`src/rtl/grf_wb_arb_pkg.sv`:
```
// rtl/grf_wb_arb_pkg.sv - shared widths and buffer-entry type for the GRF write arbiter
package grf_wb_arb_pkg;

  localparam int AW = 5;
  localparam int DW = 32;
  localparam logic [AW-1:0] REG_ZERO = '0;

  typedef struct packed {
    logic          valid;
    logic [AW-1:0] a3;
    logic [DW-1:0] wd;
  } wb_entry_t;

endpackage

```
`src/rtl/grf_wb_arb_wb_buf.sv`:
```
// rtl/grf_wb_arb_wb_buf.sv - MDU result FIFO with kill-by-address and per-entry valid/a3 view
module wb_buf
  import grf_wb_arb_pkg::*;
#(
  parameter int DEPTH = 2
) (
  input  logic                     clk,
  input  logic                     reset,
  input  logic                     push_i,
  input  logic [AW-1:0]            push_a3_i,
  input  logic [DW-1:0]            push_wd_i,
  input  logic                     pop_i,
  input  logic                     kill_en_i,
  input  logic [AW-1:0]            kill_a3_i,
  output logic                     full_o,
  output logic                     empty_o,
  output wb_entry_t                head_o,
  output logic [DEPTH-1:0]         ent_valid_o,
  output logic [DEPTH-1:0][AW-1:0] ent_a3_o
);

  localparam int PW = $clog2(DEPTH);

  wb_entry_t     ent_q [DEPTH];
  wb_entry_t     ent_d [DEPTH];
  logic [PW-1:0] head_q, head_d;
  logic [PW-1:0] tail_q, tail_d;
  logic [PW:0]   count_q, count_d;

  always_comb begin
    for (int i = 0; i < DEPTH; i++) begin
      ent_d[i] = ent_q[i];
      if (kill_en_i && ent_q[i].a3 == kill_a3_i) begin
        ent_d[i].valid = 1'b0;
      end
    end
    // Popped slots are invalidated so the valid view only covers occupied entries.
    if (pop_i) begin
      ent_d[head_q].valid = 1'b0;
    end
    if (push_i) begin
      ent_d[tail_q] = '{valid: 1'b1, a3: push_a3_i, wd: push_wd_i};
    end
    head_d  = head_q + PW'(pop_i);
    tail_d  = tail_q + PW'(push_i);
    count_d = count_q + (PW + 1)'(push_i) - (PW + 1)'(pop_i);
  end

  always_ff @(posedge clk) begin
    if (reset) begin
      for (int i = 0; i < DEPTH; i++) begin
        ent_q[i] <= '0;
      end
      head_q  <= '0;
      tail_q  <= '0;
      count_q <= '0;
    end else begin
      for (int i = 0; i < DEPTH; i++) begin
        ent_q[i] <= ent_d[i];
      end
      head_q  <= head_d;
      tail_q  <= tail_d;
      count_q <= count_d;
    end
  end

  always_comb begin
    for (int i = 0; i < DEPTH; i++) begin
      ent_valid_o[i] = ent_q[i].valid;
      ent_a3_o[i]    = ent_q[i].a3;
    end
  end

  assign full_o  = (count_q == (PW + 1)'(DEPTH));
  assign empty_o = (count_q == '0);
  assign head_o  = ent_q[head_q];

endmodule

```
`src/rtl/grf_wb_arb.sv`:
```
// rtl/grf_wb_arb.sv - GRF write-port arbiter: pipeline first, then buffered MDU, then direct MDU
module grf_wb_arb
  import grf_wb_arb_pkg::*;
#(
  parameter int DEPTH = 2
) (
  input  logic          clk,
  input  logic          reset,
  input  logic          pipe_we_i,
  input  logic [AW-1:0] pipe_a3_i,
  input  logic [DW-1:0] pipe_wd_i,
  input  logic          mdu_valid_i,
  input  logic [AW-1:0] mdu_a3_i,
  input  logic [DW-1:0] mdu_wd_i,
  output logic          mdu_ready_o,
  output logic          grf_we_o,
  output logic [AW-1:0] grf_a3_o,
  output logic [DW-1:0] grf_wd_o,
  output logic [31:0]   pend_mask_o
);

  logic                     buf_full, buf_empty;
  wb_entry_t                buf_head;
  logic [DEPTH-1:0]         ent_valid;
  logic [DEPTH-1:0][AW-1:0] ent_a3;
  logic                     pipe_wr, mdu_hs, mdu_nz, buf_pop, mdu_direct, buf_push;
  logic [31:0]              pend;

  assign mdu_ready_o = !reset && !buf_full;
  assign pipe_wr     = !reset && pipe_we_i && (pipe_a3_i != REG_ZERO);
  assign mdu_hs      = mdu_valid_i && mdu_ready_o;
  assign mdu_nz      = (mdu_a3_i != REG_ZERO);
  assign buf_pop     = !reset && !pipe_wr && !buf_empty;
  assign mdu_direct  = !pipe_wr && buf_empty && mdu_hs && mdu_nz;
  // A same-cycle pipe write to the same register is younger, so the MDU result is dead.
  assign buf_push    = mdu_hs && mdu_nz && !mdu_direct && !(pipe_wr && pipe_a3_i == mdu_a3_i);

  wb_buf #(.DEPTH(DEPTH)) u_buf (
    .clk         (clk),
    .reset       (reset),
    .push_i      (buf_push),
    .push_a3_i   (mdu_a3_i),
    .push_wd_i   (mdu_wd_i),
    .pop_i       (buf_pop),
    .kill_en_i   (pipe_wr),
    .kill_a3_i   (pipe_a3_i),
    .full_o      (buf_full),
    .empty_o     (buf_empty),
    .head_o      (buf_head),
    .ent_valid_o (ent_valid),
    .ent_a3_o    (ent_a3)
  );

  always_comb begin
    grf_we_o = 1'b0;
    grf_a3_o = '0;
    grf_wd_o = '0;
    if (pipe_wr) begin
      grf_we_o = 1'b1;
      grf_a3_o = pipe_a3_i;
      grf_wd_o = pipe_wd_i;
    end else if (buf_pop) begin
      if (buf_head.valid) begin
        grf_we_o = 1'b1;
        grf_a3_o = buf_head.a3;
        grf_wd_o = buf_head.wd;
      end
    end else if (mdu_direct) begin
      grf_we_o = 1'b1;
      grf_a3_o = mdu_a3_i;
      grf_wd_o = mdu_wd_i;
    end
  end

  always_comb begin
    pend = '0;
    for (int i = 0; i < DEPTH; i++) begin
      if (ent_valid[i]) begin
        pend[ent_a3[i]] = 1'b1;
      end
    end
    pend[0] = 1'b0;
  end

  assign pend_mask_o = reset ? '0 : pend;

endmodule

```
`config.mk`:
```
export PLATFORM = sky130hd
export DESIGN_NAME = grf_wb_arb
export DESIGN_NICKNAME = d
export VERILOG_FILES = /design/src/rtl/grf_wb_arb_pkg.sv /design/src/rtl/grf_wb_arb_wb_buf.sv /design/src/rtl/grf_wb_arb.sv
export SDC_FILE = /design/constraint.sdc
export NUM_CORES = 1
export LEC_CHECK = 0
export CAP_MARGIN = 20
export CORE_MARGIN = 2
export CORE_UTILIZATION = 45
export DETAILED_ROUTE_END_ITERATION = 10
export PLACE_DENSITY = 0.87
export SLEW_MARGIN = 20
export SYNTH_ARGS = -nofsm -noshare
export SYNTH_HDL_FRONTEND = slang
export SYNTH_HIERARCHICAL = 1
export SYNTH_SLANG_ARGS = --single-unit
export TNS_END_PERCENT = 1
```
`constraint.sdc`:
```
create_clock -name clk -period 4.33 [get_ports clk]
set_input_delay 1.299 -clock clk [delete_from_list [all_inputs] [get_ports clk]]
set_output_delay 1.299 -clock clk [all_outputs]
set_load 0.005 [all_outputs]
```
Figure 1. Logic cells by family (run 1).
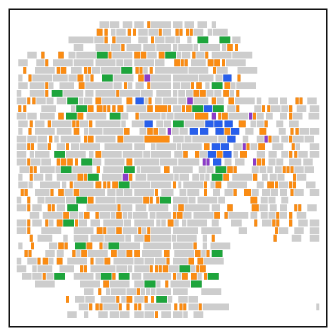
Key: green = mux cells [cells 38, most used mux2_2]; purple = nand cells [cells 11, most used nand2_1]; orange = nor cells [cells 280, most used nor2_1, where widely spread]; blue = xor and xnor cells [cells 17, most used xor2_1]

Figure 2. Signal wires on met2 (run 1).
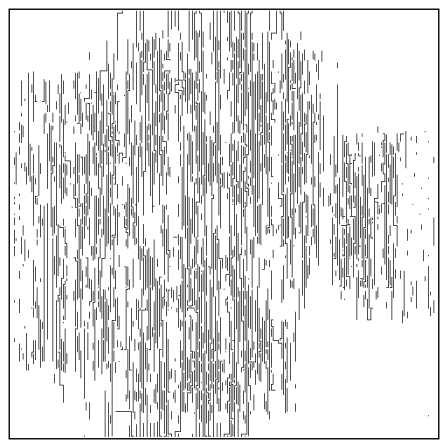
778 nets have wire on it. The wires run mostly vertical. The longest straight run is 40.8 microns.

Figure 3. Clock wiring as the flow saved it (run 1).
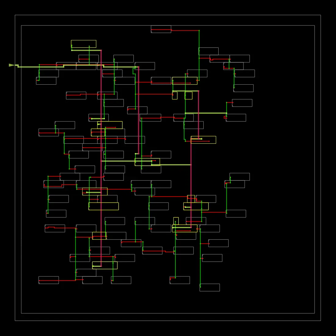
number of clock buffers in the layout: 11
Clk. pwr: 788 uW

==> flow_summary_export.csv, run 1 <==
group,metric,value,unit
status,outcome,"finished with violations",
status,failed_checks,"negative setup slack",
worst_setup_path,worstPathRequired,3.03,ns
synthesis,synthAdderAreaFrac,0.9421,%
global_route,grt_pass1_wl,29280,microns
layout,finish.utilization,67.71,%
synthesis,simple_gate_share,27.86,%
pwr,pwr-share-comb,35.4,%
worst_setup_path,cp.depth,8,
floorplan,dieWidth,112.7,microns
global_route,grt_pass1_vias,5755,
place,numPortBuffers,147,
timing,finClkSkew,0.005619,ns
pwr,clockPowerShare,32.2,%
pwr,ir_drop,252.4,uV
flow_run,warning_count,29,
timing,setup_ws,-0.007026,ns
timing,max_freq,0.2306,GHz
worst_setup_path,crit_slowest_cell,"clkdlybuf4s50_1",
timing,finalSetupViolCount,1,
worst_setup_path,reg2reg_depth,10,
drt,dr.pass1.iters,5,
pwr,power_leakage,3.225,nW
floorplan,die-area,12690,sq um
synthesis,xor_share,2.803,%
timing,hold_viol,0,
place,pre_cts_ws,-0.7099,ns
global_route,grt.overflow.total,0,
floorplan,initial_core_util,46.33,%
timing,fin_crit_sh,100.2,%
clock_network,cts_inserted_buffers,9,
synthesis,synth_area,5313,sq um
clock_network,cts.clk_slew.worst_paths,0.06,ns
synthesis,synthTopLogicFamily,"simple AND/OR/NAND/NOR gates",
pwr,power_frac_seq,32.4,%
pwr,power_density,315.0,nW/um^2
synthesis,yosys_warnings,6,
place,place_hpwl,10620,microns
-- run 1: cell usage after synthesis, drive strengths merged --
master    n
mux2     38
nor3b     9
clkbuf   24
nor2b    77
nand2     7
nor2    182
conb      1
and3      5
and2b     1
nand2b    3
dfxtp    80
o211ai    1
nor3      6
a22oi    34
or3       2
and3b     7
ha        4
xnor2     4
inv       4
o31ai     1
or4       1
a211oi    1
o21ai     2
xor2     13
buf      42
a311oi    2
nor4      5
a221oi   35
nand3     1
nor4bb    1
a21oi    77
o21a      1
-- run 1: path summary, 6_finish.rpt --
path	start	endpoint	slack [ns]
setup / recovery	pipe_we_i	grf_we_o	-0.007
hold / removal	u_buf/ent_q[1][13]	u_buf/ent_q[1][13]	0.60
setup reg to reg	u_buf/count_q[1]	u_buf/ent_q[0][2]	2.01
hold reg to reg	u_buf/ent_q[1][13]	u_buf/ent_q[1][13]	0.60
-- run 1: power groups by stage --
stage                     combinational, mW  sequential, mW  clock (mW)
final                                 0.866           0.792       0.788
after global routing                  0.915           0.795       0.822
after CTS                             0.806           0.790       0.783
after detailed placement              0.672           0.806           0
after global placement                0.665           0.805           0
after floorplan                       0.370           0.785           0
-- run 1: timing repair --
action	4_1_cts	5_1_grt
resized	197	20
setup endpoints to repair	38	38
gates cloned	5	0
pin swaps	51	6
buffers inserted	15	1
-- run 1: cells by family after synthesis --
family	after synthesis
simple gates	307
buf+inv	70
other cells	1
flops	80
mux	38
fa+ha+maj	4
compound gates	154
xor+xnor	17
-- run 1: area by class of cell --
cell class	instances	area (sq um)
flip-flops and latches	80	1603
multi-input cells	521	3551
repair buffers	207	2096
fillers	800	3702
clock buffers	11	252.7
well taps	143	178.9
inverters	4	28.78
clock inverters	5	55.05
-- run 1: per-layer routing --
metal | global-route usage (%) | vias to the layer above
met5 | 0 | -
met4 | 14.39 | 0
met3 | 4.536 | 57
met2 | 47.11 | 327
met1 | 35.18 | 2701
li1 | - | 2620
-- run 1: through the flow --
stage	power, mW	setup TNS [ns]
floorplan	1.155	0
global placement	1.470	-23.14
detailed placement	1.477	-23.89
CTS	2.379	-0.002475
global route	2.532	-0.2488
finish	2.446	-0.007026
-- run 1: tightest hold or removal path: stages (launching register included) --
cell	delay (ns)
dfxtp_1	0.32
nor2b_1	0.13
a21oi_1	0.05
nor2_1	0.07
-- run 1: flip-flops by register name, summed over array words and instances (netlist names) --
register       cells
u_buf/tail_q       1
u_buf/head_q       1
u_buf/ent_q       76
u_buf/count_q      2
==> run 1 -> run 2 <==
CTS_CLUSTER_DIAMETER = 150   (was unset)
Figure 4. Signal wires on met2 (run 2).
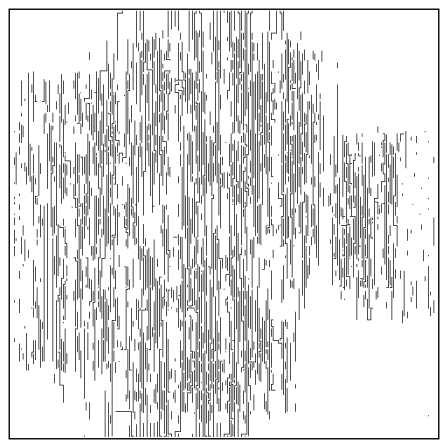
The wires run mostly vertical. The longest straight run is 40.8 microns. 778 nets have wire on it. The layer carries 8730 microns of wire. The layer holds 48% of the routed length.

==> run 2 against run 1 <==
Net effect:
- the flow still finishes with violations (negative setup slack)
- sequential cell count is the same
- worst setup slack did not move
- count of clock-buffer cells in the layout is the same
- non-clock buffer count unchanged
- combinational power barely moved
- hold slack did not move
- clock skew unchanged
- via count stayed put
- register-to-register slack about the same
- critical path type unchanged
- critical endpoint unchanged
- largest cell class unchanged
==> flow_summary_export.csv, run 2 <==
group,metric,value,unit
place,pre_cts_ws,-0.7099,ns
flow_run,warning_count,29,
synthesis,ys_top_cells_by_count,"182 x nor2_1, 80 x dfxtp_1, 77 x nor2b_1, 47 x a21oi_1, 38 x mux2_2",
timing,finClkSkew,0.005619,ns
worst_setup_path,r2r_slack,2.01,ns
timing,finalSetupViolCount,1,
pwr,power_density,315.0,nW/um^2
drt,dr.pass1.iters,5,
global_route,grt.overflow.total,0,
hold_path,worstHoldStart,"u_buf/ent_q[1][13]",
floorplan,dieWidth,112.7,microns
worst_setup_path,reg2reg_depth,10,
timing,setup_ws,-0.007026,ns
status,failed_checks,"negative setup slack",
worst_setup_path,reg2reg_from,"u_buf/count_q[1]",
floorplan,initial_core_util,46.33,%
layout,largest_register_ffs,76,
timing,finalSetupTns,-0.007026,ns
worst_setup_path,cp.depth,8,
global_route,grt_pass1_vias,5755,
layout,finish.utilization,67.71,%
layout,reg.largest.list,"u_buf/ent_q (76), u_buf/count_q (2)",
timing,hold_viol,0,
status,outcome,"finished with violations",
synthesis,ys.flop_type,"dfxtp_1",
Figure 5. Sizing map (run 2).
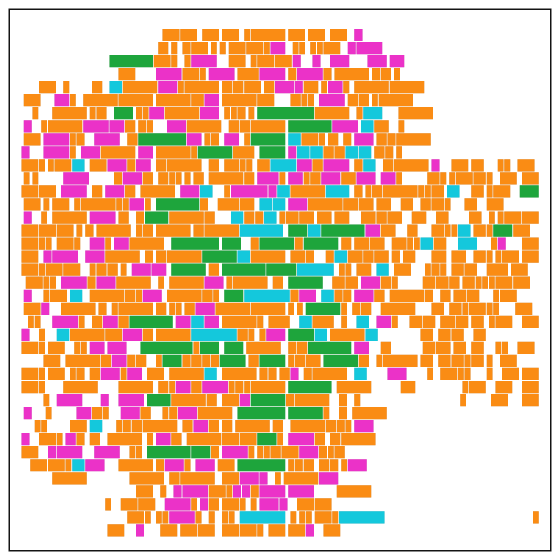
Key: cyan = _3 and _4 cells [cells 44]; green = _6 and larger [cells 44]; magenta = _2 cells [cells 135]; orange = _0 and _1 cells [cells 605]

-- run 2: cell counts after synthesis --
Identical to the previous run, type by type.
-- run 2: per-layer routing --
metal	vias to the layer above	part of all wire, %	global-route usage, %
met5	-	0	0
met4	0	3.6	14.39
met3	57	7.6	4.536
met2	327	48	47.11
met1	2701	41	35.18
li1	2620	-	-
-- run 2: cells by family after synthesis --
logic type | count (synthesis) | share of synthesized area (%)
AND-OR/OR-AND | 154 | 21.76
XOR/XNOR | 17 | 2.803
adder cells (fa/ha/maj) | 4 | 0.9421
buffers and inverters | 70 | 8.361
flip-flops | 80 | 30.15
multiplexers | 38 | 8.055
other | 1 | 0.07059
AND/OR/NAND/NOR | 307 | 27.86
-- run 2: what timing repair did --
item | in CTS | in global routing
resized | 197 | 20
gates cloned | 5 | 0
setup buffers | 15 | 1
endpoints found under the setup margin | 38 | 38
pin swaps | 51 | 6
-- run 2: tightest hold or removal path, cell delays in order (launching register included) --
cell and delay [ns]:
dfxtp_1 0.32, nor2b_1 0.13, a21oi_1 0.05, nor2_1 0.07
-- run 2: how the worst min path moves through the flow --
stage                          to  slack (ns)  cells past startpoint
6_report       u_buf/ent_q[1][13]        0.60                      3
5_1_grt        u_buf/ent_q[1][13]        0.63                      3
4_1_cts         u_buf/ent_q[1][7]        0.59                      3
3_5_place_dp    u_buf/ent_q[1][2]        0.57                      3
3_3_place_gp    u_buf/ent_q[1][3]        0.56                      3
2_1_floorplan  u_buf/ent_q[0][37]        0.50                      2
-- run 2: final cells by class --
type	instances	area (sq um)	area share [%]
flip-flops and latches	80	1603	20.64
clock buffers	11	252.7	3.255
repair buffers	207	2096	26.99
inverters	4	28.78	0.3706
clock inverters	5	55.05	0.7090
well taps	143	178.9	2.304
multi-input cells	521	3551	45.73
-- run 2: power breakdown --
| group | internal, mW | switching, mW |
|---|---|---|
| Combinational | 0.460 | 0.405 |
| Sequential | 0.757 | 0.0349 |
| Clock | 0.476 | 0.312 |
-- run 2: stage by stage --
| stage | std cells | total power [mW] |
|---|---|---|
| 2_1_floorplan | 671 | 1.155 |
| 3_3_place_gp | 934 | 1.470 |
| 3_5_place_dp | 934 | 1.477 |
| 4_1_cts | 970 | 2.379 |
| 5_1_grt | 971 | 2.532 |
| 6_report | 971 | 2.446 |
Power figures rest on the tool's default switching activity, not on a simulated workload.
